## src/rtl/param_inst_decoder.sv

```systemverilog
// Instruction decoder: collects an opcode word plus its argument words over a valid/ready
// fetch port, issues one decoded bundle, and keeps a one-deep shadow of a partial instruction.
module param_inst_decoder #(
  parameter int DATA_W   = 16,
  parameter int OPC_W    = 8,
  parameter int MAX_ARGS = 3
) (
  input  logic                       clk,
  input  logic                       n_rst,
  input  logic                       i_lock,
  input  logic                       i_fetch_valid,
  input  logic [DATA_W-1:0]          i_fetch_data,
  output logic                       o_fetch_ready,
  output logic                       o_dec_valid,
  input  logic                       i_dec_ready,
  output logic [OPC_W-1:0]           o_dec_opcode,
  output logic [1:0]                 o_dec_nargs,
  output logic                       o_dec_io,
  output logic                       o_dec_illegal,
  output logic [MAX_ARGS*DATA_W-1:0] o_dec_args,
  input  logic                       i_interrupt,
  output logic                       o_int_ack,
  input  logic                       i_int_return,
  output logic                       o_nest_err
);

  typedef enum logic [1:0] {
    S_OPC   = 2'd0,
    S_ARGS  = 2'd1,
    S_ISSUE = 2'd2
  } state_e;

  localparam logic [2:0] MaxN = 3'(MAX_ARGS);

  state_e                          state_q, state_d;
  logic [OPC_W-1:0]                opcode_q, opcode_d;
  logic [1:0]                      nargs_q, nargs_d;
  logic [1:0]                      idx_q, idx_d;
  logic                            io_q, io_d;
  logic                            illegal_q, illegal_d;
  logic [MAX_ARGS-1:0][DATA_W-1:0] args_q, args_d;

  // The shadow only ever holds an instruction interrupted in ARGS, so no state field is kept.
  logic                            shadow_full_q, shadow_full_d;
  logic [OPC_W-1:0]                sh_opcode_q, sh_opcode_d;
  logic [1:0]                      sh_nargs_q, sh_nargs_d;
  logic [1:0]                      sh_idx_q, sh_idx_d;
  logic                            sh_io_q, sh_io_d;
  logic [MAX_ARGS-1:0][DATA_W-1:0] sh_args_q, sh_args_d;

  logic                            nest_err_q, nest_err_d;
  logic                            int_ack_q, int_ack_d;

  logic                            take_int;
  logic                            restore;
  logic                            accept;
  logic [1:0]                      word_n;
  logic                            word_illegal;

  assign take_int     = i_interrupt && !i_lock && (state_q != S_ISSUE);
  assign restore      = i_int_return && !i_interrupt && !i_lock && shadow_full_q && (state_q == S_OPC);
  assign accept       = o_fetch_ready && i_fetch_valid;
  assign word_n       = i_fetch_data[OPC_W+1:OPC_W];
  assign word_illegal = {1'b0, word_n} > MaxN;

  always_ff @(posedge clk or negedge n_rst) begin
    if (!n_rst) begin
      state_q       <= S_OPC;
      opcode_q      <= '0;
      nargs_q       <= '0;
      idx_q         <= '0;
      io_q          <= 1'b0;
      illegal_q     <= 1'b0;
      args_q        <= '0;
      shadow_full_q <= 1'b0;
      sh_opcode_q   <= '0;
      sh_nargs_q    <= '0;
      sh_idx_q      <= '0;
      sh_io_q       <= 1'b0;
      sh_args_q     <= '0;
      nest_err_q    <= 1'b0;
      int_ack_q     <= 1'b0;
    end else begin
      state_q       <= state_d;
      opcode_q      <= opcode_d;
      nargs_q       <= nargs_d;
      idx_q         <= idx_d;
      io_q          <= io_d;
      illegal_q     <= illegal_d;
      args_q        <= args_d;
      shadow_full_q <= shadow_full_d;
      sh_opcode_q   <= sh_opcode_d;
      sh_nargs_q    <= sh_nargs_d;
      sh_idx_q      <= sh_idx_d;
      sh_io_q       <= sh_io_d;
      sh_args_q     <= sh_args_d;
      nest_err_q    <= nest_err_d;
      int_ack_q     <= int_ack_d;
    end
  end

  always_comb begin
    state_d       = state_q;
    opcode_d      = opcode_q;
    nargs_d       = nargs_q;
    idx_d         = idx_q;
    io_d          = io_q;
    illegal_d     = illegal_q;
    args_d        = args_q;
    shadow_full_d = shadow_full_q;
    sh_opcode_d   = sh_opcode_q;
    sh_nargs_d    = sh_nargs_q;
    sh_idx_d      = sh_idx_q;
    sh_io_d       = sh_io_q;
    sh_args_d     = sh_args_q;
    nest_err_d    = nest_err_q;
    // A lock freezes the ack too, so a pending pulse is simply stretched over the stall.
    int_ack_d     = i_lock ? int_ack_q : take_int;

    if (!i_lock) begin
      if (take_int) begin
        if (state_q == S_ARGS) begin
          if (shadow_full_q) begin
            nest_err_d = 1'b1;
          end else begin
            shadow_full_d = 1'b1;
            sh_opcode_d   = opcode_q;
            sh_nargs_d    = nargs_q;
            sh_idx_d      = idx_q;
            sh_io_d       = io_q;
            sh_args_d     = args_q;
          end
        end
        state_d = S_OPC;
      end else if (restore) begin
        shadow_full_d = 1'b0;
        opcode_d      = sh_opcode_q;
        nargs_d       = sh_nargs_q;
        idx_d         = sh_idx_q;
        io_d          = sh_io_q;
        args_d        = sh_args_q;
        illegal_d     = 1'b0;
        state_d       = S_ARGS;
      end else begin
        unique case (state_q)
          S_OPC: begin
            if (accept) begin
              opcode_d  = i_fetch_data[OPC_W-1:0];
              nargs_d   = word_n;
              io_d      = i_fetch_data[OPC_W+2];
              illegal_d = word_illegal;
              args_d    = '0;
              idx_d     = '0;
              state_d   = ((word_n == 2'd0) || word_illegal) ? S_ISSUE : S_ARGS;
            end
          end
          S_ARGS: begin
            if (accept) begin
              for (int k = 0; k < MAX_ARGS; k++) begin
                if (idx_q == 2'(k)) args_d[k] = i_fetch_data;
              end
              if (idx_q == nargs_q - 2'd1) state_d = S_ISSUE;
              else                         idx_d   = idx_q + 2'd1;
            end
          end
          S_ISSUE: begin
            if (i_dec_ready) state_d = S_OPC;
          end
          default: state_d = S_OPC;
        endcase
      end
    end
  end

  // The ready term is masked by reset and by a context restore so no word is ever dropped.
  always_comb begin
    o_fetch_ready = n_rst && (state_q != S_ISSUE) && !i_lock && !i_interrupt && !restore;
    o_dec_valid   = (state_q == S_ISSUE);
    o_dec_opcode  = opcode_q;
    o_dec_nargs   = nargs_q;
    o_dec_io      = io_q;
    o_dec_illegal = illegal_q;
    o_dec_args    = args_q;
    o_int_ack     = int_ack_q;
    o_nest_err    = nest_err_q;
  end

endmodule
```

## config.mk

```make
export PLATFORM = sky130hd
export DESIGN_NAME = param_inst_decoder
export DESIGN_NICKNAME = d
export VERILOG_FILES = /design/src/rtl/param_inst_decoder.sv
export SDC_FILE = /design/constraint.sdc
export NUM_CORES = 1
export LEC_CHECK = 0
export CAP_MARGIN = 20
export CORE_UTILIZATION = 45
export CTS_CLUSTER_SIZE = 30
export DETAILED_ROUTE_END_ITERATION = 16
export GPL_ROUTABILITY_DRIVEN = 0
export PLACE_DENSITY = 0.71
export SLEW_MARGIN = 5
export SYNTH_ARGS = -nofsm -noshare
export SYNTH_HDL_FRONTEND = slang
export SYNTH_SLANG_ARGS = --single-unit
```

## constraint.sdc

```tcl
create_clock -name clk -period 2.6 [get_ports clk]
set_input_delay 0.78 -clock clk [delete_from_list [all_inputs] [get_ports clk]]
set_output_delay 0.78 -clock clk [all_outputs]
set_load 0.1 [all_outputs]
```

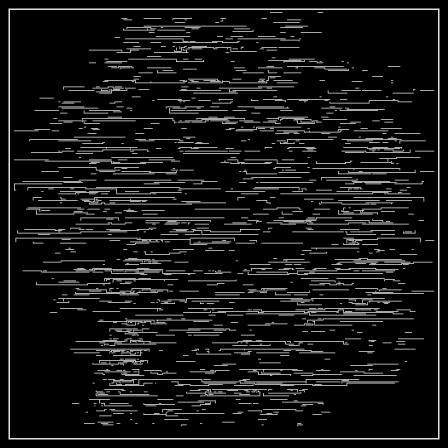
Figure 1: run 1, M1 wires.
nets with wire on the layer	466
main direction	horizontal
longest straight run	32.7 um
share of all routed wire	44%
wire length on this layer	5700 um
via count: 3742
routed wire length: 12830 um
GR Util met1: 0.2775

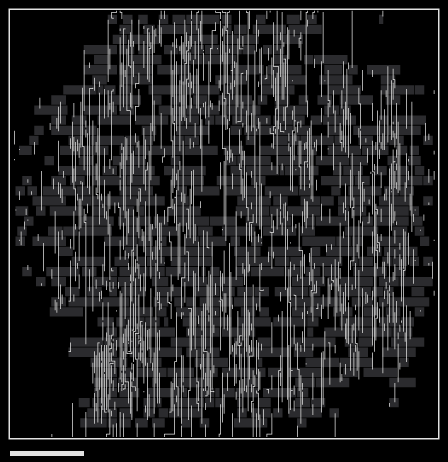
Figure 2: run 1, met2 routing.
Scale bar: 20 um.
longest straight run	51.3 um
share of all routed wire	49%
met2 usage: 0.3301

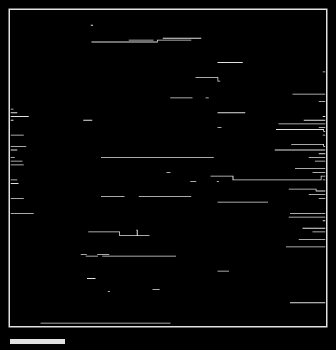
Figure 3: run 1, M3 wires.
Scale bar: 20 um.
wire length on this layer	617 um
main direction	horizontal
longest straight run	47.2 um
nets with wire on the layer	58
routing usage on met3: 0.05693

==> summary.txt, run 1 <==
run results: Top cells by area=dfrtp_1 (55%), mux2_2 (21%), a22o_1 (6.4%), mux2_4 (4.7%), mux2i_1 (1.6%), CTS Sinks=127, met1 wire length=5695 um, EDFF count, synth=0, mux share=0.2705, minimum clock period=2.577 ns, fraction of layout cells with a size suffix above 1=0.5116, endpoint class of the critical path=output port, XOR/XNOR Area Share=0.001514, worst slack, placed=-0.2014 ns, die height=115.4 um, antenna-violating nets left=0, Critical Path Source Type=input port, Fillers=980, largest net degree at the start of global routing=127, final std cells w/o fill=688, vias per inst=5.439, placed cell count=658, async set-reset flop share out of synthesis=1.000, final setup vio count=0, chip area=13310 um2, Worst Path Buf+Inv=2, clk slew on worst S/H paths=0.05 ns, largest stage delay on the critical path=0.40 ns, r2r endpoint=o_dec_args[5], Commonest Layout Cell=dfrtp_1, clock buf count=21, inverters=11, Avg WL per Cell=18.65 um, crit path cell chain=clkdlybuf4s50_1 -> and2_4 -> and2_4 -> nor2_4 -> buf_12, CP endpoint=o_fetch_ready, half-perimeter wire length after placement=8556 um, wire length of the first global-routing pass=20910 um, Post-synth seq share=0.5493, Complex Gates by Area=0.09840, Least-Margin Pin Slew=0.6744 ns, dominant cell type by area after synthesis=dfrtp_1, kind of critical path=input port to output port, PortBufs=85, synthesized cell area=5786 um2, io pins=87, num rows=41, Clock Tree Root=clkbuf_16, Largest type area fraction=0.5493, post-route cell area=7512 um2, FP Util=0.4603, flip-flops=127, clk_skew=0.008868 ns, cts repair resizes=3, met2 WL=6333 um, Core Util, Final=0.5977, worst-case reg-to-reg path depth=6, Die Wd=115.4 um, dominant logic cell types in the final layout=dfrtp_1 (127), mux2_2 (107), buf_4 (82), a22o_1 (42), clkdlybuf4s50_1 (19), H-tree levels=4, Slew HR=0.5388, Mean Syn Cell Area=14.54 um2, post-synth cell types=41, setup TNS=0 ns, All-Layer GR Usage=0.2117, post-CTS setup buffers=1, status=finished clean, Registers, synthesis=127, Routed met3 length=616 um, top cells by count=dfrtp_1 (127), mux2_2 (107), a22o_1 (42), post-synthesis cell count=398, count of tool warnings=31, drt first pass iters=4
Figure 4. Congestion heat map (run 1).
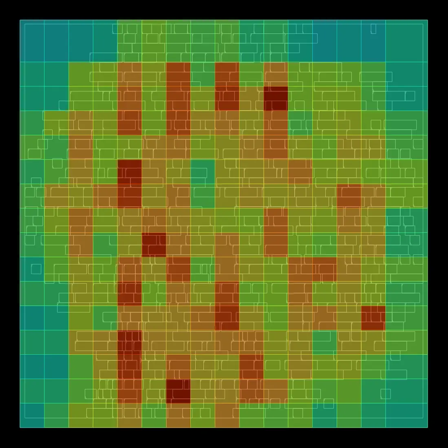

==> run 2: changes to the inputs <==
--- a/config.mk
+++ b/config.mk
@@ -6,6 +6,7 @@
 export NUM_CORES = 1
 export LEC_CHECK = 0
 export CAP_MARGIN = 20
+export CORE_MARGIN = 10
 export CORE_UTILIZATION = 45
 export CTS_CLUSTER_SIZE = 30
 export DETAILED_ROUTE_END_ITERATION = 16
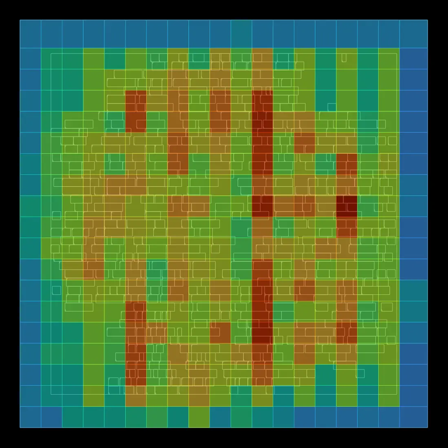
Figure 5: run 2, congestion heat map.
busiest grt layer: met2
routing usage on met3: 0.05376
All-Layer GR Usage: 0.1508
Avg WL per Cell: 19.13 um
GR Util met1: 0.1863

==> run 2 against run 1 <==
  * Worst hold slack worse by 0.012 ns
  * Critical path depth unchanged
  * Die size up 34%
  * Global-route usage down 6.1 points
  * Clock skew down 0.0020 ns
  * Routed wire length up 2.7%
  * Utilization down 0.90 points
  * First-iteration DRC count down 24%
  * Synthesized area unchanged
  * Cell area down 1.1%
  * Largest cell class unchanged
==> summary.txt, run 2 <==
run results: Syn Nets=424, PortBufs=85, area of the multi-input gates=2376 um2, grt ovf=0, register area=3178 um2, Comb/total area=0.3198, Complex Gates by Area=0.09840, placed cell count=657, Routed met3 length=701 um, fraction of layout cells with a size suffix above 1=0.5068, Commonest Layout Cell=dfrtp_1, post-synthesis cell count=398, Final #Nets=531, Max Cap Viol=0, worst setup margin=0.06052 ns, hold-fix buffers at CTS=0, CP endpoint=o_fetch_ready, num rows=41, Post-synth seq share=0.5493, initial DRC count=193, fraction of the mapped netlist area in adder cells=0.006488, DRC errors left=0, endpoint class of the critical path=output port, CTS buffer count=17, count of tool warnings=31, chip area=17790 um2, post-CTS setup buffers=1, RSZ-0062 raised after global routing=false, CTS Sinks=127, ANT cells=0, half-perimeter wire length after placement=8790 um, Non-clk bufs=117, pins over their slew limit=0, minimum clock period=2.539 ns, post-synth cell types=41, worst hold path class=input port to async pin, largest net degree at the start of global routing=127, Yosys Instances=398, vias in the first global route=4068, H-tree levels=4, Largest cell class=registers, Mean Syn Cell Area=14.54 um2, Clock Tree Root=clkbuf_16, status=finished clean, clk slew on worst S/H paths=0.05 ns, yosys simple share=0.02898, Least-Margin Pin Slew=0.6707 ns, Top cells by area=dfrtp_1 (55%), mux2_2 (21%), a22o_1 (6.4%), mux2_4 (4.7%), mux2i_1 (1.6%), Top logic family=multiplexers, Fmax=0.3938 GHz, async set-reset flop share out of synthesis=1.000, clk_lat worst skew=0.42 ns, flop2flop setup slack=0.44 ns, worst slack, placed=-0.1463 ns, wire length of the first global-routing pass=21480 um, kind of critical path=input port to output port, Largest type area fraction=0.5493, largest stage delay on the critical path=0.40 ns, dominant cell type by area after synthesis=dfrtp_1, CP most frequent cell=and2_4, placed cell area=6872 um2, Synth top cell by count=dfrtp_1, final std cells w/o fill=689, mux share=0.2705, cts repair resizes=2, Registers, synthesis=127, yosys stat chip area=5786 um2, antenna-violating nets left=0, post-route cell area=7430 um2, die height=133.4 um, final setup vio count=0, XOR/XNOR Area Share=0.001514, Crit. path cell count=5, FP Util=0.4585, Crit path max-delay family=buffers and inverters, Worst Path Buf+Inv=2, slowest CP cell=clkdlybuf4s50_1, CP required=1.82 ns, vias per inst=5.382, Die Wd=133.4 um, worst-case clock buffer depth=2, yosys warns=0, top cells by count=dfrtp_1 (127), mux2_2 (107), a22o_1 (42), n_taps=172, Core Util, Final=0.5887, post-layout period usage=0.9767, met2 WL=6321 um, final hold slack=0.1734 ns, Layout area overhead=28.42%, inverters=11, Fillers=1029, Critical Path Source Type=input port, Crit. Startpoint=i_int_return, worst-case reg-to-reg path depth=6, met2 usage=0.2351, drt first pass iters=4, crit path cell chain=clkdlybuf4s50_1 -> and2_4 -> and2_4 -> nor2_4 -> buf_12, clk cell area share=0.07444, fraction of area in registers=0.4278, io pins=87, met1 wire length=5909 um, flip-flops=127, setup TNS=0 ns, Final Hold Viols=0, core region area=12620 um2, worst-path fanout max=2, synthesized cell area=5786 um2, initial antenna violation count=0, clk_skew=0.006897 ns, NonClk Buf Share=0.1435, r2r endpoint=o_dec_io, FF-to-FF Start=state_q[0], EDFF count, synth=0, clock buf count=25, Top Metal Used=met4, Slew HR=0.5529, dominant logic cell types in the final layout=dfrtp_1 (127), mux2_2 (107), buf_4 (85), a22o_1 (42), clkdlybuf4s50_1 (19)
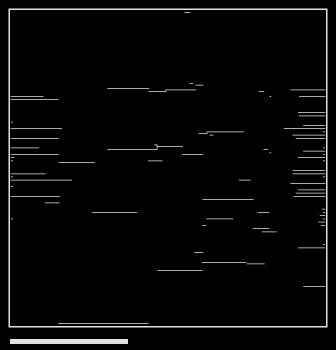
Figure 6: run 2, M3 wires.
Scale bar: 50 um.
main direction	horizontal
nets with wire on the layer	58
share of all routed wire	5.3%
routed wire length: 13180 um
via count: 3708

